Run 1, cells by drive strength:
The bar under the picture is 20 µm long.
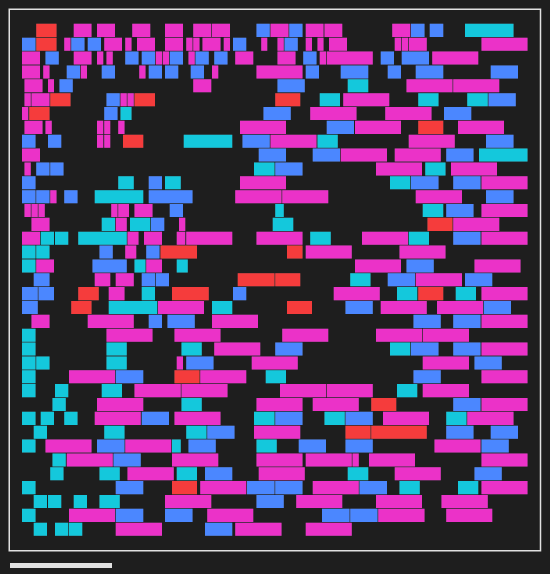
Run 1, metal 4:
The bar under the picture is 20 µm long.
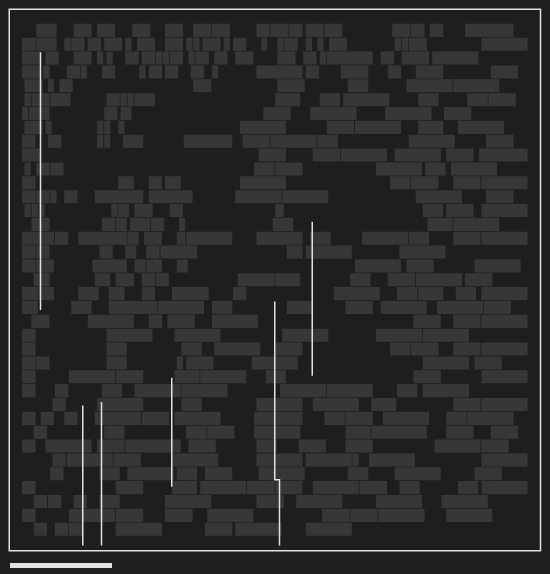
Run 1, clock routing:
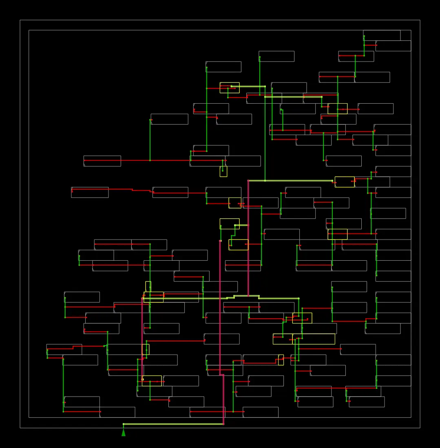
$ cat config.mk
export PLATFORM = sky130hd
export DESIGN_NAME = core_mem_bridge
export DESIGN_NICKNAME = d
export VERILOG_FILES = /design/src/rtl/srv1_pkg.sv /design/src/rtl/core_mem_bridge.sv
export SDC_FILE = /design/constraint.sdc
export NUM_CORES = 1
export LEC_CHECK = 0
export CAP_MARGIN = 20
export CORE_AREA = 2 2 102 104
export DETAILED_ROUTE_END_ITERATION = 10
export DIE_AREA = 0 0 104 106
export DONT_BUFFER_PORTS = 1
export PLACE_DENSITY = 0.6
export SYNTH_ARGS = -nofsm -noshare
export SYNTH_HDL_FRONTEND = slang
export SYNTH_SLANG_ARGS = --single-unit
$ cat constraint.sdc
create_clock -name clk -period 1.97 [get_ports clk]
set_input_delay 0.394 -clock clk [delete_from_list [all_inputs] [get_ports clk]]
set_output_delay 0.394 -clock clk [all_outputs]
set_load 0.02 [all_outputs]
$ cat src/rtl/srv1_pkg.sv
// Shared types and constants for the core-side memory bridge.
package srv1_pkg;

  typedef enum logic [2:0] {
    IDLE,
    D_REQ,
    D_WAIT,
    I_REQ,
    I_WAIT,
    STEP
  } bridge_state_t;

  // addi x0,x0,0 in the core's little-endian port order
  localparam logic [31:0] NOP_WORD_LE = 32'h1300_0000;

endpackage

$ cat src/rtl/core_mem_bridge.sv
// Sequences one core step over a shared valid/ready memory port: optional data
// access, then instruction fetch, then a single-cycle core clock enable.
//
// state  | meaning
// IDLE   | waiting for run; core clock held
// D_REQ  | presenting the core's load/store request
// D_WAIT | waiting for the data response (store response is only an ack)
// I_REQ  | presenting the instruction fetch request
// I_WAIT | waiting for the instruction word
// STEP   | core_clk_en high for exactly one cycle
module core_mem_bridge
  import srv1_pkg::*;
#(
  parameter logic [31:0] NOP_WORD = NOP_WORD_LE
) (
  input  logic        clk,
  input  logic        async_rst_n,
  input  logic        run,
  output logic        core_clk_en,
  input  logic [29:0] core_inst_address,
  input  logic        core_bus_lock,
  input  logic        core_memory_mode,
  input  logic [29:0] core_data_address,
  input  logic [3:0]  core_data_mask,
  input  logic [31:0] core_data_out,
  output logic [31:0] core_inst_in,
  output logic [31:0] core_data_in,
  output logic        mem_req_valid,
  input  logic        mem_req_ready,
  output logic [29:0] mem_addr,
  output logic        mem_we,
  output logic [3:0]  mem_wmask,
  output logic [31:0] mem_wdata,
  input  logic        mem_rsp_valid,
  input  logic [31:0] mem_rsp_data
);

  bridge_state_t state_q, state_d;
  logic [31:0]   inst_hold_q;
  logic [31:0]   data_pending_q;
  logic [31:0]   data_hold_q;
  logic          step_load_q;

  // Core inputs are frozen while clk_en is low, so request fields can be
  // driven straight from them and stay constant under backpressure.
  always_comb begin
    state_d       = state_q;
    core_clk_en   = 1'b0;
    mem_req_valid = 1'b0;
    mem_addr      = '0;
    mem_we        = 1'b0;
    mem_wmask     = '0;
    mem_wdata     = '0;
    case (state_q)
      IDLE: begin
        if (run) state_d = core_bus_lock ? D_REQ : I_REQ;
      end
      D_REQ: begin
        mem_req_valid = 1'b1;
        mem_addr      = core_data_address;
        mem_we        = core_memory_mode;
        mem_wmask     = core_memory_mode ? core_data_mask : 4'hF;
        mem_wdata     = core_data_out;
        if (mem_req_ready) state_d = D_WAIT;
      end
      D_WAIT: begin
        if (mem_rsp_valid) state_d = I_REQ;
      end
      I_REQ: begin
        mem_req_valid = 1'b1;
        mem_addr      = core_inst_address;
        mem_wmask     = 4'hF;
        if (mem_req_ready) state_d = I_WAIT;
      end
      I_WAIT: begin
        if (mem_rsp_valid) state_d = STEP;
      end
      STEP: begin
        core_clk_en = 1'b1;
        state_d     = IDLE;
      end
      default: state_d = IDLE;
    endcase
  end

  // data_hold lags data_pending by one step: writeback consumes load data
  // one core step after the memory stage issued the address.
  always_ff @(posedge clk or negedge async_rst_n) begin
    if (!async_rst_n) begin
      state_q        <= IDLE;
      inst_hold_q    <= NOP_WORD;
      data_pending_q <= '0;
      data_hold_q    <= '0;
      step_load_q    <= 1'b0;
    end else begin
      state_q <= state_d;
      if (state_q == IDLE && run)
        step_load_q <= core_bus_lock & ~core_memory_mode;
      if (state_q == D_WAIT && mem_rsp_valid && step_load_q)
        data_pending_q <= mem_rsp_data;
      if (state_q == I_WAIT && mem_rsp_valid)
        inst_hold_q <= mem_rsp_data;
      if (state_q == STEP && step_load_q)
        data_hold_q <= data_pending_q;
    end
  end

  assign core_inst_in = inst_hold_q;
  assign core_data_in = data_hold_q;

endmodule

==> run_results.csv, run 1 <==
group,metric,value,unit
outcome,status,"finished with violations",
outcome,violations,"hold timing",
place,dp_slack,306.8,ps
drt,detailedRoute.firstIterationViolations,121,
critical_path,cpMaxStageDelayCell,"dfrtp_2",
sta,timing.final.crit_period,1931,ps
sta,timing.final.hold_violations,100,
critical_path,r2r_slack,230,ps
sta,hold_slack,-281.5,ps
worst_hold_path,worstHoldPathType,"in2async",
floorplanning,std_cell_rows,37,
yosys,yosysUniqueCellTypes,27,
yosys,yosysCellCount,340,
cells_and_area,n_antenna_cell,1,
clock_network,ctsLongestPathBuffers,2,
global_route,global_route_wire_length_before_repair,17200,µm
clock_network,clock_sink_count,100,
drt,dr.max_layer_used,"met4",
yosys,synth_sequential_area_ratio,0.5219,
critical_path,critPathArrivalTime,1540,ps
floorplanning,floorplan.core_util,0.4802,
yosys,synth.ff_latch_count,100,
floorplanning,die.size.y,106,µm
global_route,grt-busiest-layer,"met2",
critical_path,worst_path_bufs_invs,2,
floorplanning,io_pins,268,
critical_path,critical-path-max-stage-delay,450,ps
critical_path,cp-startpoint,"state_q[1]$_DFFE_PN0P_",
critical_path,timing.reg2reg.worst_path_depth,5,
sta,max_slew.worst_pin.slew,454.3,ps
global_route,globalRoute.totalOverflow,0,
critical_path,cp_max_fo,31,
cells_and_area,instances_no_fill,526,
global_route,antenna_found_initial,0,
Back to the opening pictures, 'cells by drive strength':
color	size	cells
cyan	x2	80
magenta	x1 and smaller	176
blue	x3 and x4	110
red	x6 and larger	23
Non-Filler Cell Area, Final: 5547 µm²
relative area change from synthesis to final layout: 15.50%
number of signal-net buffers in the layout: 55

Back to the opening pictures, 'metal 4':
longest straight run	50.3 µm
main direction	vertical
wire length on this layer	205 µm
share of all routed wire	1.8%
wirelength, routed: 11,610 µm
routed via count: 2,807

Back to the opening pictures, 'clock routing':
number of clock-tree buffers in the layout: 12
cts bufs inserted: 9
insertion delay of the later-clocked pin in the worst-skew pair: 360 ps
worst setup skew after layout: 11.94 ps

-- run 1: through the flow --
step	instance area (µm²)	setup TNS (ps)	hold slack, ps	util
final	5547	0	-281.5	0.5547
after global routing	5544	-597.8	-319.2	0.5544
after CTS	5469	-39.71	-306.6	0.5469
after detailed placement	5223	0	100.8	0.5223
after global placement	5223	0	100.9	0.5223
after floorplan	4802	0	98.41	-
-- run 1: Yosys cell counts (all sizes together) --
master	n
mux2i	31
a32o	1
o22ai	1
and2	33
nor2b	1
or4b	1
dfrtp	97
and3b	1
a221oi	1
nand2b	4
clkbuf	5
dfstp	3
nor2	39
nor3b	1
inv	1
o21ai	1
xnor2	1
and3	1
nand4b	1
nand2	2
mux2	97
buf	17
-- run 1: cells by family after synthesis --
logic type                share of synthesized area
and+or+nand+nor                             0.09589
AOI/OAI and AO/OA                          0.006254
DFF                                          0.5219
buffers and inverters                       0.03517
muxes                                        0.3390
xor gates and xnor gates                   0.001824
-- run 1: what timing repair did --
item,CTS,global route
endpoints found under the hold margin,100,100
setup buffers,5,0
resized,12,34
endpoints found under the setup margin,67,52
gates cloned,0,0
pin swaps,1,4
-- run 1: registers in the layout, indices dropped and copies added (netlist names) --
| signal | flops |
|---|---|
| core_data_in | 32 |
| core_inst_in | 32 |
| data_pending_q | 32 |
| state_q | 3 |
| step_load_q | 1 |
Run 1, wiring by layer:
Only two layers are drawn.
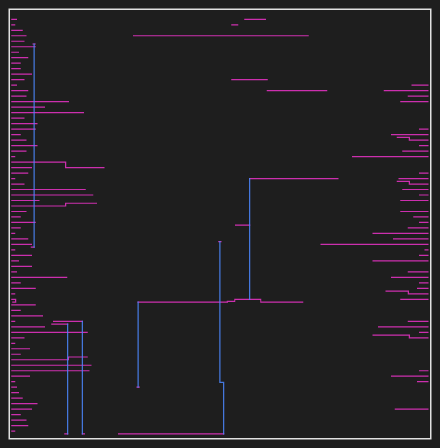

==> inputs of run 2 (changes only) <==
- GPL_TIMING_DRIVEN: unset -> 0
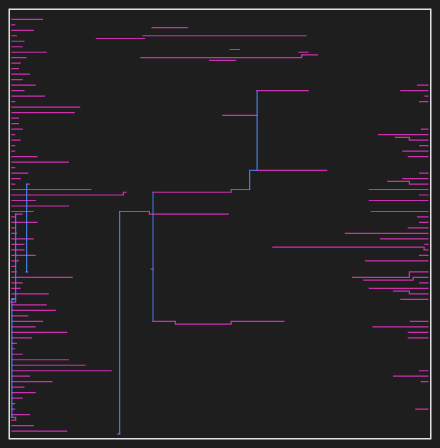
Run 2: wiring by layer
Only two layers are drawn.
color	layer	wire length
blue	M4	186 µm
magenta	M3	999 µm
wirelength, routed: 12,050 µm
overall track demand over capacity in global routing: 0.2121
routed via count: 2,757
WL per Instance: 24.15 µm

==> run_results.csv, run 2 <==
group,metric,value,unit
critical_path,timing.reg2reg.worst_path_depth,5,
critical_path,reg2reg_from,"state_q[2]$_DFFE_PN0P_",
sta,max_slew.worst_pin.slew,389.4,ps
critical_path,cp-startpoint,"state_q[1]$_DFFE_PN0P_",
outcome,status,"finished with violations",
yosys,netlist_top_cells_count,"dfrtp_1, mux2_4, nor2_1",
critical_path,critPathArrivalTime,1550,ps
outcome,violations,"hold timing",
yosys,ys_async_sr_fraction,1.000,
yosys,synth.ff_latch_count,100,
yosys,synthMuxAreaShare,0.3390,
floorplanning,floorplan.core_util,0.4802,
yosys,synth_sequential_area_ratio,0.5219,
critical_path,cp_max_fo,7,
yosys,yosys.area_share.xor_xnor,0.001824,
cells_and_area,instances_no_fill,499,
yosys,yosysMostFrequentCell,"dfrtp_1",
worst_hold_path,worstHoldPathType,"in2async",
yosys,synthFlopType,"dfrtp_1",
yosys,yosysWarningCount,0,
cells_and_area,n_antenna_cell,0,
yosys,synthTopLogicFamily,"multiplexers",
drt,dr.max_layer_used,"met4",
global_route,global_route_wire_length_before_repair,17420,µm
sta,hold_slack,-299.2,ps
yosys,simple_share_synth,0.09588,
clock_network,clock_sink_count,100,
sta,timing.final.hold_violations,100,
yosys,yosysCellCount,340,
cells_and_area,num-clock-buffers,10,
clock_network,tritoncts.num_buffers,9,
global_route,antenna_found_initial,0,
yosys,synthesis.nets,475,
clock_network,clk-insertion-delay-late,370,ps
yosys,yosysUniqueCellTypes,27,
yosys,netlist.area_leader.share,0.5055,
yosys,synthAoiAreaFrac,0.006253,
drt,detailedRoute.firstIterationViolations,132,
run 2: cell counts after synthesis:
Identical to the previous run, type by type.
run 2: worst max-delay path, stage by stage, from the launching register on:
cell	delay [ps]
dfrtp_1	400
buf_6	140
nor3b_4	170
buf_6	160
buf_4	120
and2_2	200
run 2: through the flow:
stage / setup TNS [ps] / utilization / worst slack [ps]
after floorplan: 0 / - / 265.9
after global placement: -576.8 / 0.4972 / -42.18
after detailed placement: -2747 / 0.4972 / -119.1
after CTS: -67.14 / 0.5638 / -8.377
after global routing: -575.5 / 0.5704 / -26.65
final: 0 / 0.5704 / 23.94
run 2: worst max path at each step:
stage,depth (start not counted),endpoint,slack [ps]
after detailed placement,4,mem_wdata[6],-120
after global placement,4,mem_wdata[22],-40
after global routing,4,mem_addr[11],-30
after CTS,5,mem_wdata[6],-8
final,5,mem_wdata[31],20
after floorplan,4,mem_wdata[10],270
run 2: routing by layer:
| layer | vias to the layer above | track usage |
|---|---|---|
| li1 | 1199 | - |
| met1 | 1402 | 0.2625 |
| met2 | 143 | 0.3571 |
| met3 | 13 | 0.07357 |
| met4 | 0 | 0.05405 |
| met5 | - | 0 |
run 2: cell families after synthesis:
family / count (synthesis)
and+or+nand+nor: 84
xor gates and xnor gates: 1
buffers and inverters: 23
DFF: 100
muxes: 128
AOI/OAI and AO/OA: 4
run 2: repair_timing:
| item | in CTS | in global routing |
|---|---|---|
| hold endpoints to repair | 100 | 100 |
| setup endpoints to repair | 67 | 63 |
| cloned | 1 | 1 |
| pin swaps | 23 | 15 |
| buffers inserted | 6 | 0 |
| gates resized | 156 | 17 |
Run 2, cells by drive strength:
The bar under the picture is 20 µm long.
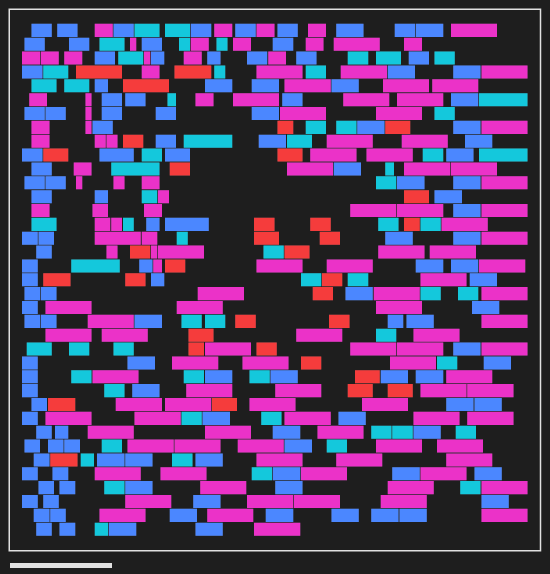

==> inputs of run 3 (changes only) <==
==> constraint.sdc (replaced) <==
create_clock -name clk -period 1.97 [get_ports clk]
set_input_delay 0.394 -clock clk [delete_from_list [all_inputs] [get_ports clk]]
set_output_delay 0.394 -clock clk [all_outputs]
set_load 0.1 [all_outputs]
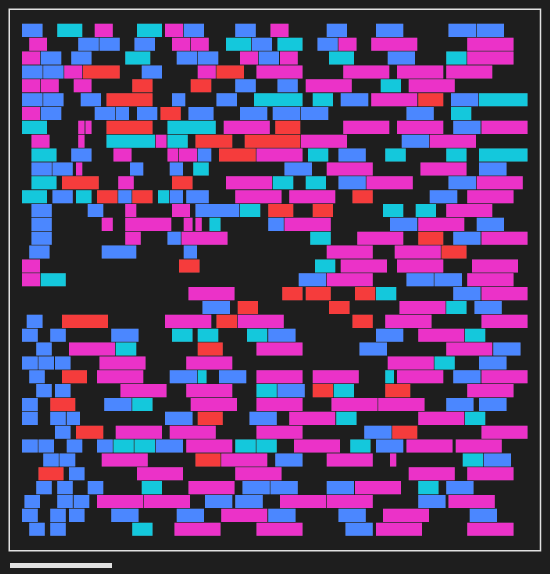
Run 3: cells by drive strength
The bar under the picture is 20 µm long.
color	size	cells
magenta	x1 and smaller	130
cyan	x2	59
blue	x3 and x4	142
red	x6 and larger	40
Setup WS post-layout: -190.6 ps
number of signal-net buffers in the layout: 37
relative area change from synthesis to final layout: 22.67%

==> run_results.csv, run 3 <==
group,metric,value,unit
outcome,status,"finished with violations",
outcome,violations,"hold timing, setup timing",
yosys,ys_async_sr_fraction,1.000,
yosys,yosysUniqueCellTypes,27,
yosys,synth_sequential_area_ratio,0.5219,
yosys,post_synth_instance_area,4802,µm²
sta,max_slew.worst_pin.slew,948.0,ps
critical_path,critPathArrivalTime,1770,ps
critical_path,cp-endpoint,"mem_wdata[23]",
yosys,yosysMostFrequentCell,"dfrtp_1",
yosys,synth.ff_latch_count,100,
global_route,groute.usage.overall,0.2022,
yosys,yosysCellCount,340,
drt,finalWirelength,11140,µm
yosys,synthesis.nets,475,
place,dp_slack,-323.5,ps
sta,timing.slew.headroom,0.3680,
cells_and_area,n_antenna_cell,0,
critical_path,cp-startpoint,"state_q[1]$_DFFE_PN0P_",
sta,timing.final.setup_violations,67,
floorplanning,io_pins,268,
yosys,netlist_top_cells_count,"dfrtp_1, mux2_4, nor2_1",
critical_path,reg2reg_from,"state_q[1]$_DFFE_PN0P_",
yosys,yosysWarningCount,0,
yosys,edf_count,0,
sta,fin_ws,-190.6,ps
drt,route.vias.total,2777,
clock_network,tritoncts.num_buffers,9,
global_route,global_route_wire_length_before_repair,17200,µm
yosys,netlist.area_leader.share,0.5055,
floorplanning,floorplan.core_util,0.4802,
clock_network,post_cts_resize_count,66,
clock_network,tritoncts,"done",
clock_network,post_cts.repair.setup_buffers,9,
clock_network,clock_sink_count,100,
critical_path,cp_max_fo,8,
clock_network,clk-insertion-delay-late,360,ps
flow_run,warnings,33,
critical_path,timing.reg2reg.worst_path_depth,5,
global_route,globalRoute.totalOverflow,0,
cells_and_area,instances_no_fill,507,
sta,timing.final.hold_violations,100,
drt,detailedRoute.firstIterationViolations,69,
sta,hold_slack,-283.4,ps
global_route,antenna_found_initial,0,
worst_hold_path,worstHoldPathType,"in2async",
yosys,synthFlopType,"dfrtp_1",
run 3: cell count changes in the layout (fill, tap and decap cells not counted), sizes merged:
cell	before	now
clkinv	2	3
inv	5	0
buf	26	31
clkbuf	13	18
clkinvlp	0	1
bufinv	0	1
run 3: stage by stage:
step	TNS (ps)	hold slack [ps]	instance area, µm²	utilization
finish	-10950	-283.4	5891	0.5891
CTS	-14340	-307.4	5783	0.5783
global placement	-9999	100.2	5281	0.5282
detailed placement	-11880	101.7	5281	0.5282
floorplan	-585.9	98.41	5111	-
global route	-15570	-319.6	5891	0.5891
run 3: logic make-up after synthesis:
| kind of cell | synth area share |
|---|---|
| compound gates | 0.006254 |
| xor+xnor | 0.001824 |
| buf+inv | 0.03517 |
| flops | 0.5219 |
| mux | 0.3390 |
| simple gates | 0.09589 |
run 3: routing by layer:
layer	GRT usage	vias up	wire (µm)
met1	0.2501	1426	4319
met3	0.06009	9	827
met4	0.05212	0	106
met5	0	-	0
li1	-	1219	-
met2	0.3477	123	5883
run 3: area by class of cell:
class | instances | area, µm²
fill | 832 | 4109
multi-input combinational | 217 | 2526
sequential | 100 | 2509
buffer | 21 | 301.5
timing repair buffer | 16 | 172.7
tap | 136 | 170.2
clock buffer | 12 | 155.1
clock inverter | 4 | 48.80
inverter | 1 | 7.507
run 3: critical path, stage by stage, from the launching register on:
cell and delay, ps:
dfrtp_1 400, buf_6 150, nor3b_4 200, buf_6 170, clkbuf_8 150, and2_4 330
